Cell classes on the final placement:
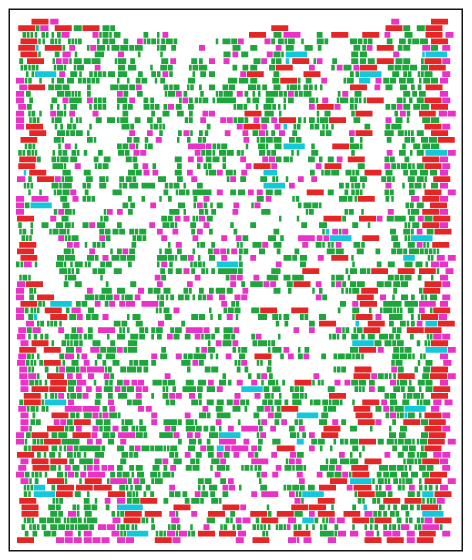
Where the registers sit:
The bar under the picture is 50 µm long. Other sequential cells in the stronger grey, the rest of the logic in the fainter grey.
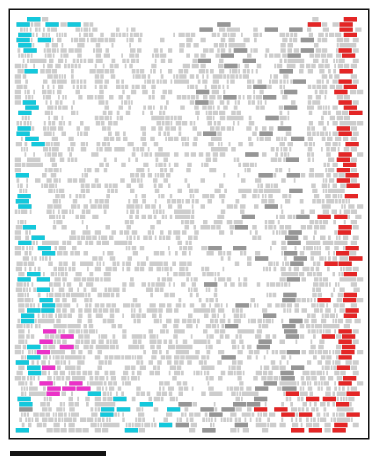
Metal layers overlaid:
The bar under the picture is 50 µm long.
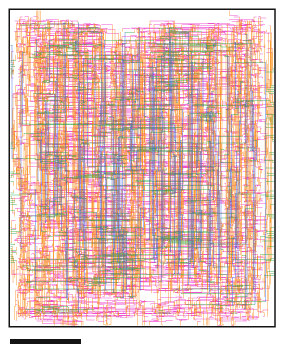
Wiring heat map:
The bar under the picture is 50 µm long. The die is cut into 19 by 22 equal tiles; dark blue is low, red is high, scaled to the fullest tile. Values are wire area over tile area, all layers added.
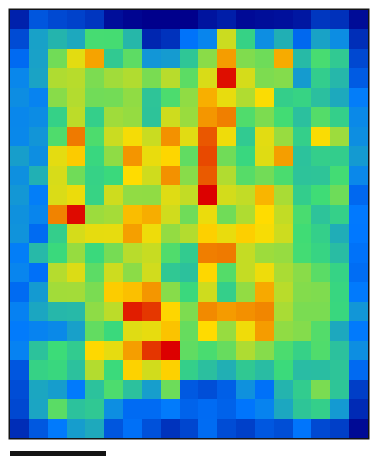
Routing congestion:
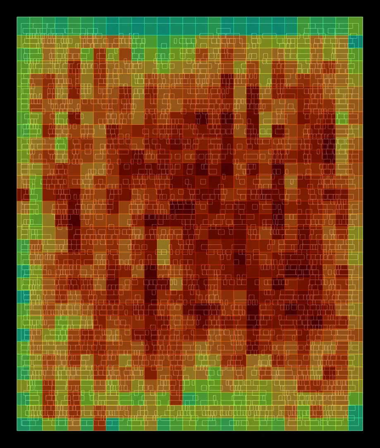
==> src/rtl/fixp_pkg.sv <==
// Shared constants and types for the binary64 -> signed fixed-point converter.
// Ports: none (package). Holds binary64 field widths, exponent bias and all-ones
// exponent code, Q32.32 saturation words and the {nan, ovf} status struct.
package fixp_pkg;

  localparam int FP64_W     = 64;
  localparam int FP64_EXP_W = 11;
  localparam int FP64_MAN_W = 52;

  localparam int                  EXP_BIAS = 1023;
  localparam logic [FP64_EXP_W-1:0] EXP_MAX  = 11'h7FF;

  // Saturation words for a 64-bit signed fixed-point result.
  localparam logic [63:0] Q_SAT_POS = 64'h7FFF_FFFF_FFFF_FFFF;
  localparam logic [63:0] Q_SAT_NEG = 64'h8000_0000_0000_0000;

  // Status carried alongside each output beat, packed as {nan, ovf}.
  typedef struct packed {
    logic nan;
    logic ovf;
  } fix_flags_t;

endpackage

==> src/rtl/fp64_classify.sv <==
// Combinational unpack and classification of an IEEE-754 binary64 operand.
// Ports: d (operand in); sign, exp, mant (hidden bit restored; zero for
// zero/subnormal exponent), is_zero (exp==0, subnormals included), is_nan, is_inf.
module fp64_classify
  import fixp_pkg::*;
(
  input  logic [FP64_W-1:0]     d,
  output logic                  sign,
  output logic [FP64_EXP_W-1:0] exp,
  output logic [FP64_MAN_W:0]   mant,
  output logic                  is_zero,
  output logic                  is_nan,
  output logic                  is_inf
);

  logic [FP64_MAN_W-1:0] frac;
  logic                  exp_max;

  assign sign    = d[63];
  assign exp     = d[62:52];
  assign frac    = d[51:0];
  assign exp_max = (exp == EXP_MAX);

  // Subnormals are flushed, so the hidden bit doubles as "exponent nonzero".
  assign mant    = {(exp != '0), frac};
  assign is_zero = (exp == '0);
  assign is_nan  = exp_max & (frac != '0);
  assign is_inf  = exp_max & (frac == '0);

endmodule

==> src/rtl/fp64_to_fixp64.sv <==
// Three-stage binary64 -> signed Q(INT_W).(FRAC_W) converter with truncation and saturation.
// Ports: clk, rst (sync, active-high); s_tvalid/s_tready/s_tdata input stream;
// m_tvalid/m_tready/m_tdata output stream; m_tuser = {nan, ovf} for the current beat.
// Latency is three clock edges counting the accepting edge; one global enable stalls the whole pipe.
module fp64_to_fixp64
  import fixp_pkg::*;
#(
  parameter int INT_W  = 32,
  parameter int FRAC_W = 32
) (
  input  logic              clk,
  input  logic              rst,
  input  logic              s_tvalid,
  output logic              s_tready,
  input  logic [FP64_W-1:0] s_tdata,
  output logic              m_tvalid,
  input  logic              m_tready,
  output logic [63:0]       m_tdata,
  output logic [1:0]        m_tuser
);

  // Unbiased exponent range that needs the barrel shifter. Below K_MIN the
  // result truncates to zero; above K_MAX it always overflows.
  localparam logic signed [12:0] K_MIN = 13'(-FRAC_W - 1);
  localparam logic signed [12:0] K_MAX = 13'(INT_W - 1);
  // Left-shift amount is k + FRAC_W + 1, which maps [K_MIN, K_MAX] onto [0, 64].
  localparam logic signed [12:0] K_OFF = 13'(FRAC_W + 1);

  logic en;
  assign en       = ~m_tvalid | m_tready;
  assign s_tready = en;

  // ---------------- S1: unpack / classify ----------------
  logic                  c_sign;
  logic [FP64_EXP_W-1:0] c_exp;
  logic [FP64_MAN_W:0]   c_mant;
  logic                  c_zero;
  logic                  c_nan;
  logic                  c_inf;
  logic signed [12:0]    c_k;

  fp64_classify u_classify (
    .d       (s_tdata),
    .sign    (c_sign),
    .exp     (c_exp),
    .mant    (c_mant),
    .is_zero (c_zero),
    .is_nan  (c_nan),
    .is_inf  (c_inf)
  );

  assign c_k = $signed({2'b00, c_exp}) - $signed(13'(EXP_BIAS));

  logic                s1_vld;
  logic                s1_sign;
  logic signed [12:0]  s1_k;
  logic [FP64_MAN_W:0] s1_mant;
  logic                s1_zero;
  logic                s1_nan;
  logic                s1_inf;

  // ---------------- S2: align shift ----------------
  logic         k_lo;
  logic         k_hi;
  logic [6:0]   sh;
  logic [127:0] ext;
  logic [63:0]  mag_d;
  logic         sat_d;

  assign k_lo = (s1_k < K_MIN);
  assign k_hi = (s1_k > K_MAX);
  // Shift amount is forced to 0 outside the valid window so it never exceeds 64.
  assign sh   = (k_lo | k_hi) ? 7'd0 : 7'(s1_k + K_OFF);
  assign ext  = {75'd0, s1_mant};

  // mant * 2^(k-52+FRAC_W) == (mant << (k+FRAC_W+1)) >> 53; the right shift truncates toward zero.
  assign mag_d = (s1_zero | s1_nan | s1_inf | k_lo | k_hi) ? 64'd0 : 64'((ext << sh) >> 53);
  assign sat_d = ~s1_nan & (s1_inf | k_hi);

  logic        s2_vld;
  logic        s2_sign;
  logic [63:0] s2_mag;
  logic        s2_nan;
  logic        s2_sat;

  // ---------------- S3: round / negate / saturate ----------------
  logic        neg_min;
  logic        ovf_d;
  logic [63:0] res_d;
  fix_flags_t  flags_d;
  fix_flags_t  flags_q;

  // -2^(INT_W-1) is representable; the same magnitude with a positive sign is not.
  assign neg_min = s2_sign & (s2_mag[62:0] == '0);
  assign ovf_d   = ~s2_nan & (s2_sat | (s2_mag[63] & ~neg_min));

  always_comb begin
    res_d = s2_sign ? (~s2_mag + 64'd1) : s2_mag;
    if (s2_nan) begin
      res_d = 64'd0;
    end else if (ovf_d) begin
      res_d = s2_sign ? Q_SAT_NEG : Q_SAT_POS;
    end
  end

  assign flags_d.nan = s2_nan;
  assign flags_d.ovf = ovf_d;

  always_ff @(posedge clk) begin
    if (rst) begin
      s1_vld   <= 1'b0;
      s1_sign  <= 1'b0;
      s1_k     <= '0;
      s1_mant  <= '0;
      s1_zero  <= 1'b0;
      s1_nan   <= 1'b0;
      s1_inf   <= 1'b0;
      s2_vld   <= 1'b0;
      s2_sign  <= 1'b0;
      s2_mag   <= '0;
      s2_nan   <= 1'b0;
      s2_sat   <= 1'b0;
      m_tvalid <= 1'b0;
      m_tdata  <= '0;
      flags_q  <= '0;
    end else if (en) begin
      s1_vld  <= s_tvalid;
      s1_sign <= c_sign;
      s1_k    <= c_k;
      s1_mant <= c_mant;
      s1_zero <= c_zero;
      s1_nan  <= c_nan;
      s1_inf  <= c_inf;

      s2_vld  <= s1_vld;
      s2_sign <= s1_sign;
      s2_mag  <= mag_d;
      s2_nan  <= s1_nan;
      s2_sat  <= sat_d;

      m_tvalid <= s2_vld;
      if (s2_vld) begin
        m_tdata <= res_d;
        flags_q <= flags_d;
      end
    end
  end

  assign m_tuser = flags_q;

endmodule

==> config.mk <==
export PLATFORM = sky130hd
export DESIGN_NAME = fp64_to_fixp64
export DESIGN_NICKNAME = d
export VERILOG_FILES = /design/src/rtl/fixp_pkg.sv /design/src/rtl/fp64_classify.sv /design/src/rtl/fp64_to_fixp64.sv
export SDC_FILE = /design/constraint.sdc
export NUM_CORES = 1
export LEC_CHECK = 0
export ABC_CLOCK_PERIOD_IN_PS = 3400
export CAP_MARGIN = 40
export CORE_ASPECT_RATIO = 1.2
export CORE_MARGIN = 2
export CORE_UTILIZATION = 40
export DETAILED_ROUTE_END_ITERATION = 10
export HOLD_SLACK_MARGIN = 0.15
export PLACE_DENSITY = 0.64
export RECOVER_POWER = 25
export SYNTH_ARGS = -nofsm -noshare
export SYNTH_HDL_FRONTEND = slang
export SYNTH_SLANG_ARGS = --single-unit
==> constraint.sdc <==
create_clock -name clk -period 3.4 [get_ports clk]
set_input_delay 0.51 -clock clk [delete_from_list [all_inputs] [get_ports clk]]
set_output_delay 0.51 -clock clk [all_outputs]
set_load 0.02 [all_outputs]
==> impl_metrics.yaml <==
# yosys + openroad results
global_route:
  largest_net_degree_at_the_start_of_global_routing: 86
  antenna_violations_before_repair: 1
  grt_first_pass_wirelength_um: 129900
  first_global_vias: 19510
clocking:
  post-cts-setup-buffer-count: 0
  cts-hold-fix-buffers: 1
  cts-htree-levels: 1
  clock_network_latency_to_the_later_pin_of_the_worst_skew_pair_ps: 570
  cts_tree: "yes"
  cts_buffer_depth: 3
  root_buffer: "sky130_fd_sc_hd__clkbuf_16"
  cts_repair_resize_count: 4
job:
  warning_count: 28
  maxCapViolations: 1
die:
  die_w_um: 187.2
  ioPinCount: 136
  rows: 80
  dieHeight_um: 223.8
  chip_area_um2: 41880
synthesis:
  synth-warning-count: 0
  ff_type: "sky130_fd_sc_hd__dfxtp_1"
  yosys.area.top_type_share_pct: 25.49
  edf_count: 0
  numSynthFlops: 205
  syn-cell-area_um2: 16100
  yosysTopAreaCell: "sky130_fd_sc_hd__dfxtp_1"
  ys_top_cells_by_area: "sky130_fd_sc_hd__dfxtp_1 (25%), sky130_fd_sc_hd__nand2_1 (8.7%), sky130_fd_sc_hd__a21oi_1 (5.4%)"
  synth.distinct_cells: 86
  top_cells_by_count: "sky130_fd_sc_hd__nand2_1 (374), sky130_fd_sc_hd__dfxtp_1 (205), sky130_fd_sc_hd__a21oi_1 (174), sky130_fd_sc_hd__clkbuf_1 (174), sky130_fd_sc_hd__nor2_1 (161)"
  synth_dominant_cell_count: "sky130_fd_sc_hd__nand2_1"
  yosysSeqAreaShare_pct: 25.49
  post_synth_inst_count: 2240
placed_design:
  portBuffers: 135
  gp_congestion: 1.053
  place_inst: 3068
  place_ws_ps: -52.94
  place_hpwl_um: 70680
final_layout:
  layout.cells.most_common: "sky130_fd_sc_hd__nand2_1"
  fillerInstances: 3852
  layout_top_cells: "sky130_fd_sc_hd__nand2_1 (374), sky130_fd_sc_hd__buf_4 (357), sky130_fd_sc_hd__dfxtp_1 (200)"
  layout-drive-gt1-share_pct: 20.39
  layoutNonFillerInstCount: 3120
detailed_routing:
  starting_drt_drc_count: 2159
  detail_route.vias_per_cell: 6.521
worst_hold_path:
  timing.hold.worst.class: "flop to flop"
sta:
  maxSlewHeadroom_pct: -15.97
  maxSlewViolCount: 86
  timing.final.setup_violations: 3
  setup_slack_ps: -52.89
  hold_viol: 0
  tightest_slew_ps: 1740
  unrepaired_setup_endpoints_after_global_routing: "true"
  final.period_utilization_pct: 101.6
  fin_crit_ps: 3453
  finClkSkew_ps: 19.95
  clock.fmax_mhz: 289.6
setup_path:
  timing.critical_path.from_type: "flop"
  worst_setup_ep_type: "flop"
  cp_top_family: "simple AND/OR/NAND/NOR gates"
  cp_data_arrival_time_ps: 3970
  series_of_cell_instances_along_the_critical_path: "buf_4 -> and4_1 -> buf_4 -> nor3_2 -> o21ai_2 -> or4b_1 -> nand2_1 -> a21oi_1 -> a211oi_1 -> buf_4 -> a211o_1"
  critPathKind: "flop to flop"
  worst-endpoint-required_ps: 3910
  critical_path.n_buffers_inverters: 3
status:
  violations: "max-capacitance violations, max-slew violations, negative setup slack"
  status: "complete, but fails checks"
power:
  p_per_area_nw_per_um2: 377.7
  p_leak_uw: 0.008947
  report.power.total_uw: 8100
About 'cell classes on the final placement':
- all other logic: green (cells 1,817; share of their area 55%)
- clock drivers and dummy loads: cyan (cells 44; share of their area 3.8%)
- flip-flops: red (cells 205; share of their area 20%)
- other buffers and delay cells: magenta (cells 519; share of their area 22%)
post-route standard cell area excluding fillers: 21,450 µm²
fraction of standard cell area that is sequential: 19.16%
core occupancy in the finished layout: 53.97%
Core Box Area: 39,740 µm²

About 'where the registers sit':
- `m_tdata`: red (placed flops 64; where a vertical strip on the right)
- `s1_mant`: cyan (placed flops 53)
- `s1_k`: magenta (placed flops 12; where lower left)
- not coloured: 76
power attributed to sequential cells: 2630 µW
FF/Latch Area: 4110 µm²

About 'metal layers overlaid':
- met2: orange (wire length 41.1 mm)
- met1: magenta (wire length 30.7 mm)
- met3: green (wire length 6,570 µm)
- met4: blue (wire length 10,200 µm)
final routed wirelength across all metal layers: 88,560 µm
via count: 20,340
wire length per cell: 28.38 µm
overall track demand over capacity in global routing: 41.46%

About 'wiring heat map':
- fullest tile: 0.76
- mean over tiles: 0.37
- tiles over half the peak: 50%
- nearly empty tiles: 1.2%
- densest ninth of the die: centre

About 'routing congestion':
M1 GR Usage: 44.41%
met3 capacity usage during global routing: 6.455%
met2 usage: 70.37%
busiest layer in global routing: met2

==> area by class of cell <==
class,count,area [µm²],share of cell area (%)
clock inverter,10,93.84,0.4375
antenna,2,5.005,0.02333
clock buffer,34,698.2,3.255
inverter,21,78.83,0.3675
tap,533,666.9,3.109
timing repair buffer,519,4497,20.97
multi-input combinational,1796,11300,52.68
sequential,205,4110,19.16
==> sequential cells by signal, indices dropped and copies added, names as in the netlist, 2 cells and up <==
name	count
m_tdata	64
m_tuser	2
s2_mag	64
s1_k	12
s1_mant	53
==> report_power, final <==
part	total, µW	internal, µW	switching, µW
logic	2840	1130	1710
registers	2630	2490	140
clock network	2630	1510	1120
==> per-stage QoR <==
stage          setup TNS, ps  cell area [µm²]  hold WS (ps)
2_1_floorplan              0            16100         432.1
5_1_grt               -114.0            21440         471.0
6_report              -61.98            21450         436.2
3_3_place_gp          -56.69            20460         430.6
4_1_cts                    0            21270         442.0
3_5_place_dp          -58.36            20460         432.2
==> worst paths after layout <==
check	from	to	slack, ps	depth (start not counted)
worst max-delay path	s1_k[0]	s2_mag[5]	-50	11
worst min-delay path	m_tdata[3]	m_tdata[3]	440	2
worst max register to register	s1_k[0]	s2_mag[5]	-50	11
worst min register to register	m_tdata[3]	m_tdata[3]	440	2
==> cell families (layout without fill, tap and decap cells) <==
kind of cell	Yosys count	count (layout)	share of synthesized area, %
adder cells (fa/ha/maj)	4	4	0.3108
AND/OR/NAND/NOR	844	844	24.43
buffers and inverters	239	584	5.673
XOR/XNOR	73	73	3.971
AND-OR/OR-AND	806	806	35.40
multiplexers	69	69	4.724
flip-flops	205	205	25.49
other	0	2	0
==> per-layer routing <==
layer,wire length (µm),up-vias
met5,0,-
met4,10210,0
met3,6569,422
met2,41080,1193
met1,30690,9579
li1,-,9150
Power figures rest on the tool's default switching activity, not on a simulated workload.
